==> run_1/congestion_map.png <==
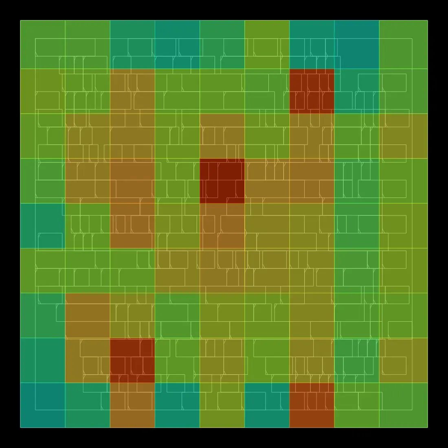
==> run_1/gates.png <==
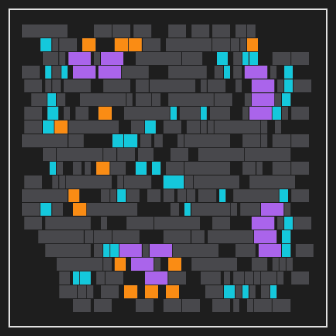
==> run_1/port_trees.png <==
Bar = 20 um.
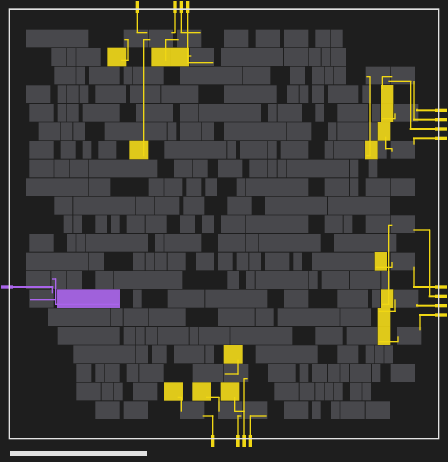
`config.mk`:
```
export PLATFORM = sky130hd
export DESIGN_NAME = l2_merge_rr
export DESIGN_NICKNAME = d
export VERILOG_FILES = /design/src/rtl/l2_merge_rr.sv
export SDC_FILE = /design/constraint.sdc
export NUM_CORES = 1
export LEC_CHECK = 0
export CORE_MARGIN = 2
export CORE_UTILIZATION = 58
export CTS_BUF_LIST = sky130_fd_sc_hd__clkbuf_4 sky130_fd_sc_hd__clkbuf_8
export DETAILED_ROUTE_END_ITERATION = 12
export PLACE_DENSITY_LB_ADDON = 0.15
export SYNTH_ARGS = -nofsm -noshare
export SYNTH_HDL_FRONTEND = slang
export SYNTH_SLANG_ARGS = --single-unit
```
`constraint.sdc`:
```
create_clock -name clk -period 6.9 [get_ports clk]
set_clock_uncertainty 0.1 [all_clocks]
set_input_delay 1.725 -clock clk [delete_from_list [all_inputs] [get_ports clk]]
set_output_delay 1.725 -clock clk [all_outputs]
set_load 0.05 [all_outputs]
```
`src/rtl/l2_merge_rr.sv`:
```
`default_nettype none
// ============================================================================
//  Module   : l2_merge_rr
//  Purpose  : 16:1 request merger with two pipelined round-robin levels.
//             Level 1 has four 4:1 round-robin muxes, one per group of four
//             requesters. Level 2 is one 4:1 round-robin mux across the
//             groups. Each level is registered, and the block emits one
//             4-bit requester ID per accepted handshake.
//  Revision : 1.0  initial release
// ============================================================================
module l2_merge_rr #(
    parameter int N_REQ = 16,
    parameter int GRP   = 4,
    parameter int ID_W  = 4
) (
    input  logic             clk,
    input  logic             reset,        // asynchronous, active low
    input  logic [N_REQ-1:0] i_clreq_v,
    output logic [N_REQ-1:0] i_clreq_r,
    output logic             o_v,
    input  logic             o_r,
    output logic [ID_W-1:0]  o_clid_req
);

    // Group count and index widths. Only the 16 = 4 x 4 layout is supported.
    localparam int N_GRP = N_REQ / GRP;
    localparam int LID_W = 2;
    localparam int GID_W = 2;

    // ------------------------------------------------------------------
    // Round-robin pick over four candidates.
    // Result is {found, index}. The index is the first set bit at or after
    // ptr, wrapping modulo 4. The loop runs downward so that the smallest
    // offset is written last and therefore wins.
    // ------------------------------------------------------------------
    function automatic logic [2:0] rr_pick(input logic [3:0] req,
                                           input logic [1:0] ptr);
        logic [2:0] res;
        logic [1:0] cand;
        res  = 3'b000;
        cand = 2'd0;
        for (int off = 3; off >= 0; off--) begin
            cand = ptr + off[1:0];
            if (req[cand]) begin
                res = {1'b1, cand};
            end
        end
        return res;
    endfunction

    // Level-1 holding registers, one per group
    logic [N_GRP-1:0] s1_v_q,   s1_v_d;
    logic [LID_W-1:0] s1_id_q   [N_GRP];
    logic [LID_W-1:0] s1_id_d   [N_GRP];
    logic [LID_W-1:0] ptr1_q    [N_GRP];
    logic [LID_W-1:0] ptr1_d    [N_GRP];

    // Level-2 pointer and output register
    logic [GID_W-1:0] ptr2_q,   ptr2_d;
    logic             o_v_q,    o_v_d;
    logic [ID_W-1:0]  o_clid_q, o_clid_d;

    // Combinational arbitration signals
    logic             w_out_load;
    logic [2:0]       w_l2_pick;
    logic             w_l2_gnt;
    logic [GID_W-1:0] w_l2_grp;
    logic [N_GRP-1:0] w_l2_take;
    logic [N_GRP-1:0] w_s1_load;
    logic [2:0]       w_l1_pick [N_GRP];
    logic [N_REQ-1:0] w_gnt;

    // Level-2 arbitration. The output register is free when it is empty or
    // is being drained this cycle, so o_r only reaches the ready side.
    always_comb begin
        w_out_load = !o_v_q || o_r;
        w_l2_pick  = rr_pick(s1_v_q, ptr2_q);
        w_l2_gnt   = w_out_load && w_l2_pick[2];
        w_l2_grp   = w_l2_pick[1:0];
        w_l2_take  = w_l2_gnt ? (4'b0001 << w_l2_grp) : 4'b0000;
    end

    // Level-1 arbitration and next-state for all pipeline registers
    always_comb begin
        s1_v_d   = s1_v_q;
        s1_id_d  = s1_id_q;
        ptr1_d   = ptr1_q;
        ptr2_d   = ptr2_q;
        o_v_d    = o_v_q;
        o_clid_d = o_clid_q;
        w_gnt    = '0;
        w_s1_load = '0;

        for (int g = 0; g < N_GRP; g++) begin
            // A group register can refill in the same cycle that level 2
            // drains it, which keeps sustained throughput at one per cycle.
            w_s1_load[g] = !s1_v_q[g] || w_l2_take[g];
            w_l1_pick[g] = rr_pick(i_clreq_v[g*GRP +: GRP], ptr1_q[g]);

            if (w_s1_load[g] && w_l1_pick[g][2]) begin
                w_gnt[g*GRP +: GRP] = 4'b0001 << w_l1_pick[g][1:0];
                s1_v_d[g]           = 1'b1;
                s1_id_d[g]          = w_l1_pick[g][1:0];
                ptr1_d[g]           = w_l1_pick[g][1:0] + 2'd1;
            end else if (w_l2_take[g]) begin
                s1_v_d[g] = 1'b0;
            end
        end

        if (w_l2_gnt) begin
            o_v_d    = 1'b1;
            o_clid_d = {w_l2_grp, s1_id_q[w_l2_grp]};
            ptr2_d   = w_l2_grp + 2'd1;
        end else if (o_r) begin
            // Output drained with nothing behind it. The ID keeps its last value.
            o_v_d = 1'b0;
        end
    end

    // Pipeline state registers with asynchronous active-low clear
    always_ff @(posedge clk or negedge reset) begin
        if (!reset) begin
            s1_v_q   <= '0;
            ptr2_q   <= '0;
            o_v_q    <= 1'b0;
            o_clid_q <= '0;
            for (int g = 0; g < N_GRP; g++) begin
                s1_id_q[g] <= '0;
                ptr1_q[g]  <= '0;
            end
        end else begin
            s1_v_q   <= s1_v_d;
            s1_id_q  <= s1_id_d;
            ptr1_q   <= ptr1_d;
            ptr2_q   <= ptr2_d;
            o_v_q    <= o_v_d;
            o_clid_q <= o_clid_d;
        end
    end

    // Grants are suppressed while reset is held. The state is already
    // cleared then, so the level-1 muxes would otherwise report ready.
    always_comb begin
        i_clreq_r  = reset ? w_gnt : '0;
        o_v        = o_v_q;
        o_clid_req = o_clid_q;
    end

endmodule
`default_nettype wire

```
==> impl_metrics.json, run 1 <==
{
  "yosys_cells": 212,
  "grt_max_degree": 20,
  "hpwl_um": 2940,
  "syn_nets": 247,
  "grt_usage_pct": 20.7,
  "period_used_pct": 88.8,
  "gp_congestion": 0.872,
  "max_freq_mhz": 163,
  "tns_ns": 0,
  "rsz0062_at_grt": "no",
  "critPathLaunchType": "input port",
  "final_hold_viol_count": 0,
  "cp-end-kind": "output port",
  "clockBufferDepth": 2,
  "floorplan.rows": 21,
  "cts_hold_buf": 0,
  "critical-path-max-stage-delay_ns": 0.79,
  "cp.required_ns": 5.08,
  "first_pass_iters": 4,
  "core-area_um2": 3310,
  "max-slew-margin-rel_pct": 52.3,
  "peakVddDrop_v": 0.000168,
  "maxCapViolations": 0,
  "syn2layout_area_growth_pct": 24.2,
  "cts_resized": 0,
  "drcViolationCount": 0,
  "slew_violations": 0,
  "antenna-diode-count": 0,
  "crit_slowest_cell": "clkdlybuf4s50_1",
  "postRouteWirelength_um": 3750,
  "grt_pass1_vias": 1572,
  "outcome": "finished, final reports clean",
  "ys_ff": 27,
  "path_buffers": 2,
  "dieArea_um2": 3920,
  "hold_path_class": "register to register",
  "worstMarginPinSlew_ns": 0.714,
  "cpLargestDelayFamily": "buffers and inverters",
  "htreeDepth": 1,
  "fin_crit_ns": 6.13,
  "synthArstFlopShare_pct": 100,
  "fin_nets": 291,
  "grt_pass1_wl_um": 6690,
  "initial_utilization_pct": 60.2,
  "vias": 1642,
  "path_clk_slew_ns": 0.16,
  "synth_area_um2": 1990,
  "synth.distinct_cells": 41,
  "cts_setup_buffers": 0,
  "warnings": 38,
  "ant_nets": 0
}
About congestion_map.png:
met1 usage: 28.3%
average wire per standard cell: 12.5 um
final core area utilization: 74.8%
met3 usage: 2.16%

About gates.png:
fa/ha/maj cells: drawn in purple, cells 16, most used ha_1. and/or cells: drawn in orange, cells 14, most used and3_2. nor cells: drawn in cyan, cells 38, where widely spread.
multi-input combinational area share: 48.5%
Commonest Layout Cell: clkdlybuf4s50_1

About port_trees.png:
`i_clreq_r`: drawn in yellow, bits 16, direction output, end cells 16, buffers 16, wire 186 um. `o_v`: drawn in purple, bits 1, direction output, end cells 1, buffers 1, wire 23.7 um.
I/O Pins: 40
Port Buf Inserts: 39

[run 1: worst paths after layout]
kind                          startpoint       endpoint  slack (ns)  depth (start not counted)
min in group asynchronous          reset      ptr1_q[2]        1.69                          1
hold / removal             o_clid_req[3]  o_clid_req[3]        0.40                          2
setup reg to reg               s1_v_q[2]     s1_id_q[1]        4.32                          5
max in group asynchronous          reset      ptr2_q[0]        4.29                          2
setup / recovery            i_clreq_v[1]   i_clreq_r[1]        0.77                          6
hold reg to reg            o_clid_req[3]  o_clid_req[3]        0.40                          2
[run 1: layout make-up]
class	count	area, um^2	share of cell area [%]
clock buffer	3	22.5	0.909
clock inverter	1	8.76	0.354
inverter	30	113	4.55
multi-input combinational	154	1200	48.5
sequential	27	676	27.3
tap	46	57.6	2.32
timing repair buffer	40	398	16.1
[run 1: worst register-to-register path, delay by kind of cell, from the launching register on]
family / cells / cell delay, ns
simple gates: 3 / 1.17
flops: 1 / 0.50
mux: 1 / 0.37
compound gates: 1 / 0.34
[run 1: sequential cells by signal (all words and copies together) (netlist names)]
register    count
s1_v_q          4
s1_id_q         8
o_clid_req      4
ptr1_q          8
o_v             1
ptr2_q          2
[run 1: power breakdown]
group / internal (uW) / switching, uW
sequential: 218 / 49.4
combinational: 171 / 212
clock: 23.6 / 49.7
[run 1: metrics by stage]
stage               std cells  util, %  cell area (um^2)  hold slack, ns  setup WS [ns]
floorplan                 212        -              1990           0.375           1.47
global placement          297     73.9              2450           0.363          0.813
detailed placement        297     73.9              2450           0.369          0.762
CTS                       301     74.8              2480           0.409          0.765
global route              301     74.8              2480           0.449          0.614
finish                    301     74.8              2480           0.399          0.770
[run 1: routing by layer]
layer	vias to the layer above	routed length, um	track usage [%]
li1	832	-	-
met1	765	1780	28.3
met2	41	1820	35.5
met3	4	127	2.16
met4	0	28	4.72
met5	-	0	0
[run 1: cells by family after synthesis]
family          Yosys count  synth area share (%)
simple gates             74                  19.8
compound gates           43                  18.1
buf+inv                  31                  5.83
flops                    27                  33.9
mux                      20                  11.9
fa+ha+maj                16                  10.0
xor+xnor                  1                 0.439
[run 1: synthesized netlist by cell type (3+ instances only)]
| master | instances | share of area, % |
|---|---|---|
| a21oi_1 | 14 | 3.5 |
| mux2i_1 | 8 | 4.0 |
| o21ai_0 | 7 | 1.8 |
| nor4_1 | 5 | 1.6 |
| mux2_4 | 6 | 4.5 |
| ha_1 | 16 | 10 |
| nor2_1 | 13 | 2.4 |
| nand2_1 | 15 | 2.8 |
| inv_1 | 30 | 5.6 |
| nor2b_1 | 4 | 1.3 |
| dfrtp_1 | 27 | 34 |
| o22a_1 | 3 | 1.3 |
| nor3_1 | 13 | 3.3 |
| nand2b_1 | 3 | 0.94 |
| mux2_2 | 6 | 3.4 |
| and3_2 | 8 | 3.0 |
==> run 1 -> run 2 <==
--- a/config.mk
+++ b/config.mk
@@ -5,6 +5,7 @@
 export SDC_FILE = /design/constraint.sdc
 export NUM_CORES = 1
 export LEC_CHECK = 0
+export CAP_MARGIN = 10
 export CORE_MARGIN = 2
 export CORE_UTILIZATION = 58
 export CTS_BUF_LIST = sky130_fd_sc_hd__clkbuf_4 sky130_fd_sc_hd__clkbuf_8
==> run_2/closeup.png <==
Bar = 10 um. Window x 3 to 28, y 3 to 28 um. Cells in gray, sequential cells in the stronger gray; small squares are vias.
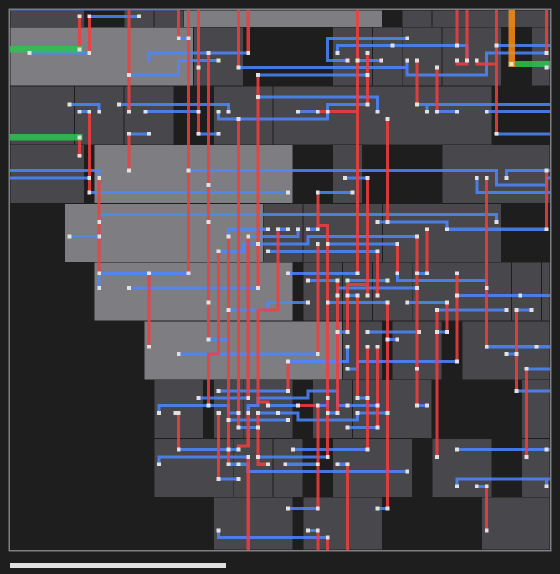
M4: drawn in orange. M3: drawn in green. M2: drawn in red. M1: drawn in blue.
Most frequent: clkdlybuf4s50_1 (7), dfrtp_1 (5). Netlist names of flops here include `ptr1_q` (2). Sequential cells in the window: 5. 42 logic cells have their middle in the window.

==> run_2/ff_map.png <==
Bar = 20 um.
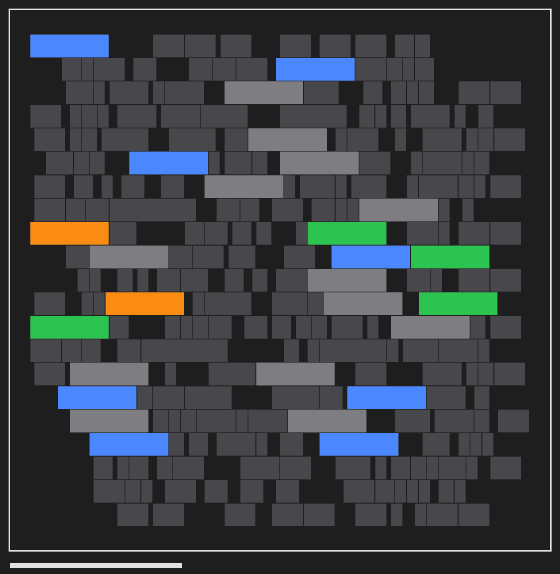
`o_clid_req`: drawn in green, placed flops 4. `ptr2_q`: drawn in orange, placed flops 2. `ptr1_q`: drawn in blue, placed flops 8.
Another 13 sequential cells are not colored.
Power Sequential: 268 uW
flop share of the area: 27.3%

==> run_2/congestion_map.png <==
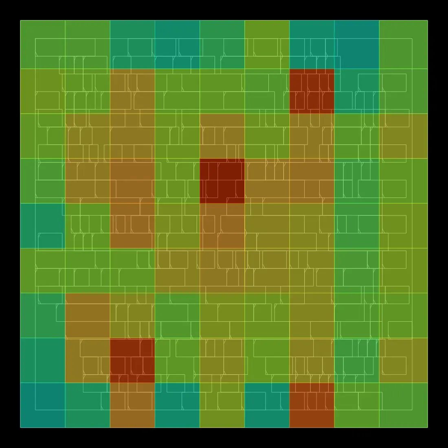
GRT busiest layer: met2
Total GRT Usage: 20.7%
GR Layer Usage met2: 35.5%

==> impl_metrics.json, run 2 <==
{
  "outcome": "finished, final reports clean",
  "netlist_logic_family_top": "simple AND/OR/NAND/NOR gates",
  "cp-end-kind": "output port",
  "ff_latch_area_um2": 676,
  "adder_share_pct": 10.0,
  "syn2layout_area_growth_pct": 24.2,
  "period_used_pct": 88.8,
  "floorplan.rows": 21,
  "most_common_cell": "inv_1",
  "synth.distinct_cells": 41,
  "netlist.area_leader.share_pct": 33.9,
  "clockBufferDepth": 2,
  "ant_nets": 0,
  "htreeDepth": 1,
  "core-area_um2": 3310,
  "yosysTopAreaCell": "dfrtp_1",
  "cp.required_ns": 5.08,
  "aoi_share_pct": 18.1,
  "worstMarginPinSlew_ns": 0.714,
  "hold_path_class": "register to register",
  "port_buffers": 39,
  "final_util_pct": 74.8,
  "wire_per_inst_um": 12.5,
  "final_hold_viol_count": 0,
  "gp_congestion": 0.872,
  "final_area_um2": 2480,
  "tns_ns": 0,
  "dieArea_um2": 3920,
  "synthTopCellsByCount": "inv_1, dfrtp_1, ha_1",
  "ios": 40,
  "postRouteWirelength_um": 3750,
  "yosys_cells": 212,
  "top_regs": "ptr1_q (8), s1_id_q (8)",
  "antenna-diode-count": 0,
  "first_pass_iters": 4,
  "ys_ff": 27,
  "max_freq_mhz": 163,
  "grt_pass1_wl_um": 6690,
  "syn_nets": 247,
  "fin_nets": 291,
  "path_clk_slew_ns": 0.16,
  "warnings": 38,
  "maxCapViolations": 0,
  "max-slew-margin-rel_pct": 52.3,
  "cts_hold_buf": 0,
  "simple_gate_area_share_pct": 19.8,
  "critPathLaunchType": "input port",
  "logic_area_um2": 1200,
  "fin_crit_ns": 6.13,
  "nFillCells": 244,
  "cts_setup_buffers": 0,
  "synth-xor-area-share_pct": 0.439,
  "synth_area_um2": 1990,
  "grt_pass1_vias": 1572,
  "initial_utilization_pct": 60.2,
  "cts_resized": 0,
  "peakVddDrop_v": 0.000168,
  "hpwl_um": 2940,
  "drcViolationCount": 0,
  "place_area_um2": 2450,
  "dp_cells": 297
}
[run 2: cell counts in the layout (fill, tap and decap cells not counted)]
No cell type changed its count.
[run 2: routing by layer]
layer  vias up  global-route usage [%]  share of wire, %
met5         -                       0                 0
met4         0                    4.72              0.75
met3         4                    2.16               3.4
met2        41                    35.5                48
met1       765                    28.3                47
li1        832                       -                 -
[run 2: cell families after synthesis]
kind of cell / count (synthesis)
simple gates: 74
compound gates: 43
buf+inv: 31
flops: 27
mux: 20
fa+ha+maj: 16
xor+xnor: 1
[run 2: layout make-up]
cell class / count / area share (%)
Clock buffer: 3 / 0.909
Inverter: 30 / 4.55
Timing Repair Buffer: 40 / 16.1
Tap cell: 46 / 2.32
Multi-Input combinational cell: 154 / 48.5
Clock inverter: 1 / 0.354
Sequential cell: 27 / 27.3
[run 2: where the power goes]
group	switching [uW]	internal [uW]
Combinational	212	171
Clock	49.7	23.6
Sequential	49.4	218
[run 2: path summary, 6_finish.rpt]
| kind | start | endpoint | slack, ns | depth (start not counted) |
|---|---|---|---|---|
| hold / removal | o_clid_req[3] | o_clid_req[3] | 0.40 | 2 |
| min in group asynchronous | reset | ptr1_q[2] | 1.69 | 1 |
| setup / recovery | i_clreq_v[1] | i_clreq_r[1] | 0.77 | 6 |
| hold reg to reg | o_clid_req[3] | o_clid_req[3] | 0.40 | 2 |
| max in group asynchronous | reset | ptr2_q[0] | 4.29 | 2 |
| setup reg to reg | s1_v_q[2] | s1_id_q[1] | 4.32 | 5 |
[run 2: through the flow]
stage          total power [uW]  hold WS, ns  setup WS (ns)
2_1_floorplan               556        0.375           1.47
3_3_place_gp                646        0.363          0.813
3_5_place_dp                656        0.369          0.762
4_1_cts                     729        0.409          0.765
5_1_grt                     784        0.449          0.614
6_report                    724        0.399          0.770
[run 2: critical path, cell delays in order]
cell,delay [ns]
clkdlybuf4s50_1,0.54
nor4_1,0.12
or3_2,0.45
o32ai_4,0.41
and3_2,0.25
clkdlybuf4s50_1,0.79
==> run 2 -> run 3 <==
--- a/config.mk
+++ b/config.mk
@@ -11,6 +11,7 @@
 export CTS_BUF_LIST = sky130_fd_sc_hd__clkbuf_4 sky130_fd_sc_hd__clkbuf_8
 export DETAILED_ROUTE_END_ITERATION = 12
 export PLACE_DENSITY_LB_ADDON = 0.15
+export SLEW_MARGIN = 20
 export SYNTH_ARGS = -nofsm -noshare
 export SYNTH_HDL_FRONTEND = slang
 export SYNTH_SLANG_ARGS = --single-unit
==> run_3/port_trees.png <==
Bar = 20 um.
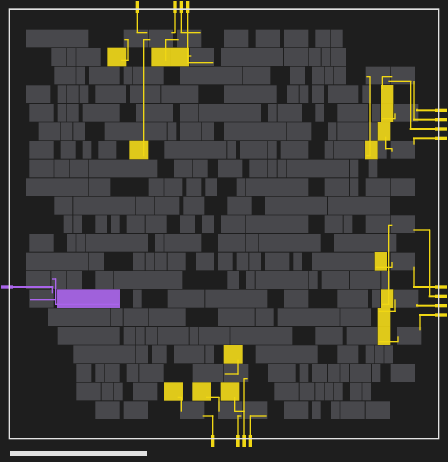
`i_clreq_r`: drawn in yellow, bits 16, direction output, end cells 16, buffers 16, wire 186 um. `o_v`: drawn in purple, bits 1, direction output, end cells 1, buffers 1, wire 23.7 um.

==> run_3/congestion_map.png <==
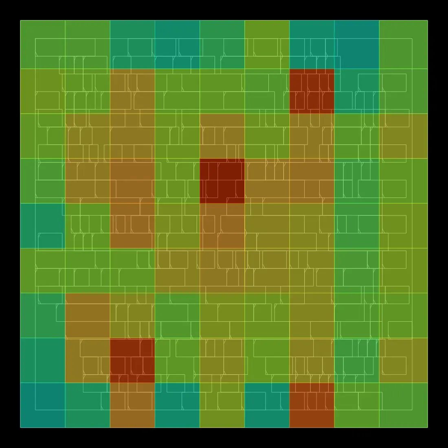

==> run_3/closeup.png <==
Bar = 10 um. Window x 3 to 28, y 3 to 28 um. Cells in gray, sequential cells in the stronger gray; small squares are vias.
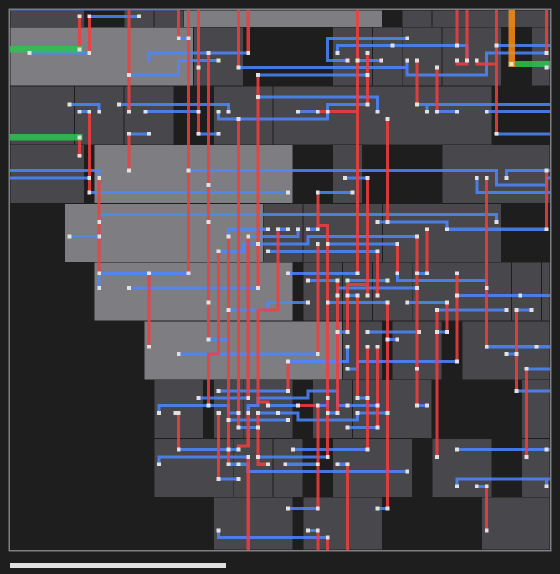
M2: drawn in red. M3: drawn in green. M4: drawn in orange. M1: drawn in blue.
Sequential cells in the window: 5. Most frequent: clkdlybuf4s50_1 (7), dfrtp_1 (5). Netlist names of flops here include `ptr1_q` (2). 42 logic cells have their middle in the window.

==> impl_metrics.json, run 3 <==
{
  "max_freq_mhz": 163,
  "synth.distinct_cells": 41,
  "first_pass_iters": 4,
  "rsz0062_at_grt": "no",
  "numCtsBuffers": 3,
  "hold_path_class": "register to register",
  "worst_ep_arrival_time_ns": 4.30,
  "syn_inst": 212,
  "cp_max_fo": 8,
  "place_area_um2": 2450,
  "synthArstFlopShare_pct": 100,
  "cp-end-kind": "output port",
  "top_regs": "ptr1_q (8), s1_id_q (8)",
  "dieArea_um2": 3920,
  "final_common_cell": "clkdlybuf4s50_1",
  "synth.area.top_cells": "dfrtp_1, ha_1, inv_1, mux2_4, mux2i_1",
  "cts_hold_buf": 0,
  "power.share.clock_pct": 10.1,
  "path_class": "input port to output port",
  "ys_chip_area_um2": 1990,
  "cts_resized": 0,
  "ant_nets": 0,
  "wire_per_inst_um": 12.5,
  "core-area_um2": 3310,
  "final_hold_viol_count": 0,
  "netlist.area_leader.share_pct": 33.9,
  "worstSkewPairLatency_ns": 0.33,
  "place_ws_ns": 0.762,
  "cts-root-buf": "clkbuf_4",
  "synthFlopType": "dfrtp_1",
  "final_util_pct": 74.8,
  "floorplan.rows": 21,
  "most_common_cell": "inv_1",
  "outcome": "finished, final reports clean",
  "routed_via_density": 5.46,
  "switching_share_pct": 43.0,
  "synthTopCellsByCount": "inv_1, dfrtp_1, ha_1",
  "antenna-diode-count": 0,
  "p_switching_uw": 311,
  "synth_area_um2": 1990,
  "hpwl_um": 2940,
  "combPwrFrac_pct": 52.9,
  "postRouteWirelength_um": 3750,
  "power_frac_seq_pct": 36.9,
  "yosysTopAreaCell": "dfrtp_1",
  "ios": 40,
  "ys_seq_share_pct": 33.9,
  "htreeDepth": 1,
  "critPathLaunch": "i_clreq_v[1]",
  "maxCapViolations": 0,
  "synth-edff-count": 0,
  "finalHoldWorstSlack_ns": 0.399,
  "worstMarginPinSlew_ns": 0.714,
  "port_buffers": 39,
  "yosys_cells": 212,
  "slew_violations": 0,
  "initial_utilization_pct": 60.2,
  "cp.required_ns": 5.08,
  "r2r-start": "s1_v_q[2]",
  "p_leak_uw": 0.00111,
  "fin_nets": 291,
  "fin_ws_ns": 0.770,
  "syn2layout_area_growth_pct": 24.2,
  "gp_congestion": 0.872,
  "tns_ns": 0,
  "max-slew-margin-rel_pct": 52.3,
  "peakVddDrop_v": 0.000168,
  "syn_nets": 247,
  "ys_ff": 27,
  "final_area_um2": 2480,
  "period_used_pct": 88.8,
  "clockBufferDepth": 2,
  "cts_setup_buffers": 0,
  "power.internal_uw": 413,
  "p_per_area_nw_per_um2": 292,
  "hp-start": "o_clid_req[3]",
  "grt_usage_pct": 20.7,
  "drtIter0Drc": 79,
  "drcViolationCount": 0,
  "warnings": 38,
  "path_clk_slew_ns": 0.16,
  "fin_crit_ns": 6.13,
  "critPathLaunchType": "input port",
  "vias": 1642,
  "grt_pass1_wl_um": 6690,
  "grt_max_degree": 20,
  "syn_area_per_cell_um2": 9.41,
  "grt_pass1_vias": 1572
}
## run 3: final timing paths
check	depth (start not counted)	to	slack (ns)
worst min-delay path	2	o_clid_req[3]	0.40
worst max register to register	5	s1_id_q[1]	4.32
max in group asynchronous	2	ptr2_q[0]	4.29
min in group asynchronous	1	ptr1_q[2]	1.69
worst min register to register	2	o_clid_req[3]	0.40
worst max-delay path	6	i_clreq_r[1]	0.77
## run 3: cells by family after synthesis
family | synth area share, %
compound gates | 18.1
xor+xnor | 0.439
fa+ha+maj | 10.0
buf+inv | 5.83
flops | 33.9
mux | 11.9
simple gates | 19.8
## run 3: layout make-up
type | instances | area (um^2)
clock inverter | 1 | 8.76
clock buffer | 3 | 22.5
fill | 244 | 833
tap | 46 | 57.6
timing repair buffer | 40 | 398
inverter | 30 | 113
sequential | 27 | 676
multi-input combinational | 154 | 1200
## run 3: power groups by stage
stage / Combinational (uW) / Sequential, uW / Clock (uW)
final: 383 / 268 / 73.4
after global routing: 429 / 275 / 81.1
after CTS: 386 / 267 / 75.4
after detailed placement: 385 / 271 / 0
after global placement: 377 / 269 / 0
after floorplan: 268 / 288 / 0
## run 3: per-stage QoR
step,power (uW),std cells
floorplan,556,212
global placement,646,297
detailed placement,656,297
CTS,729,301
global route,784,301
finish,724,301
## run 3: layer usage
metal	part of all wire [%]	global-route usage [%]
met1	47	28.3
met2	48	35.5
met3	3.4	2.16
met4	0.75	4.72
met5	0	0
## run 3: critical path, cell delays in order
cell and delay (ns):
clkdlybuf4s50_1 0.54, nor4_1 0.12, or3_2 0.45, o32ai_4 0.41, and3_2 0.25, clkdlybuf4s50_1 0.79
Power is estimated from default activity; no workload was simulated.
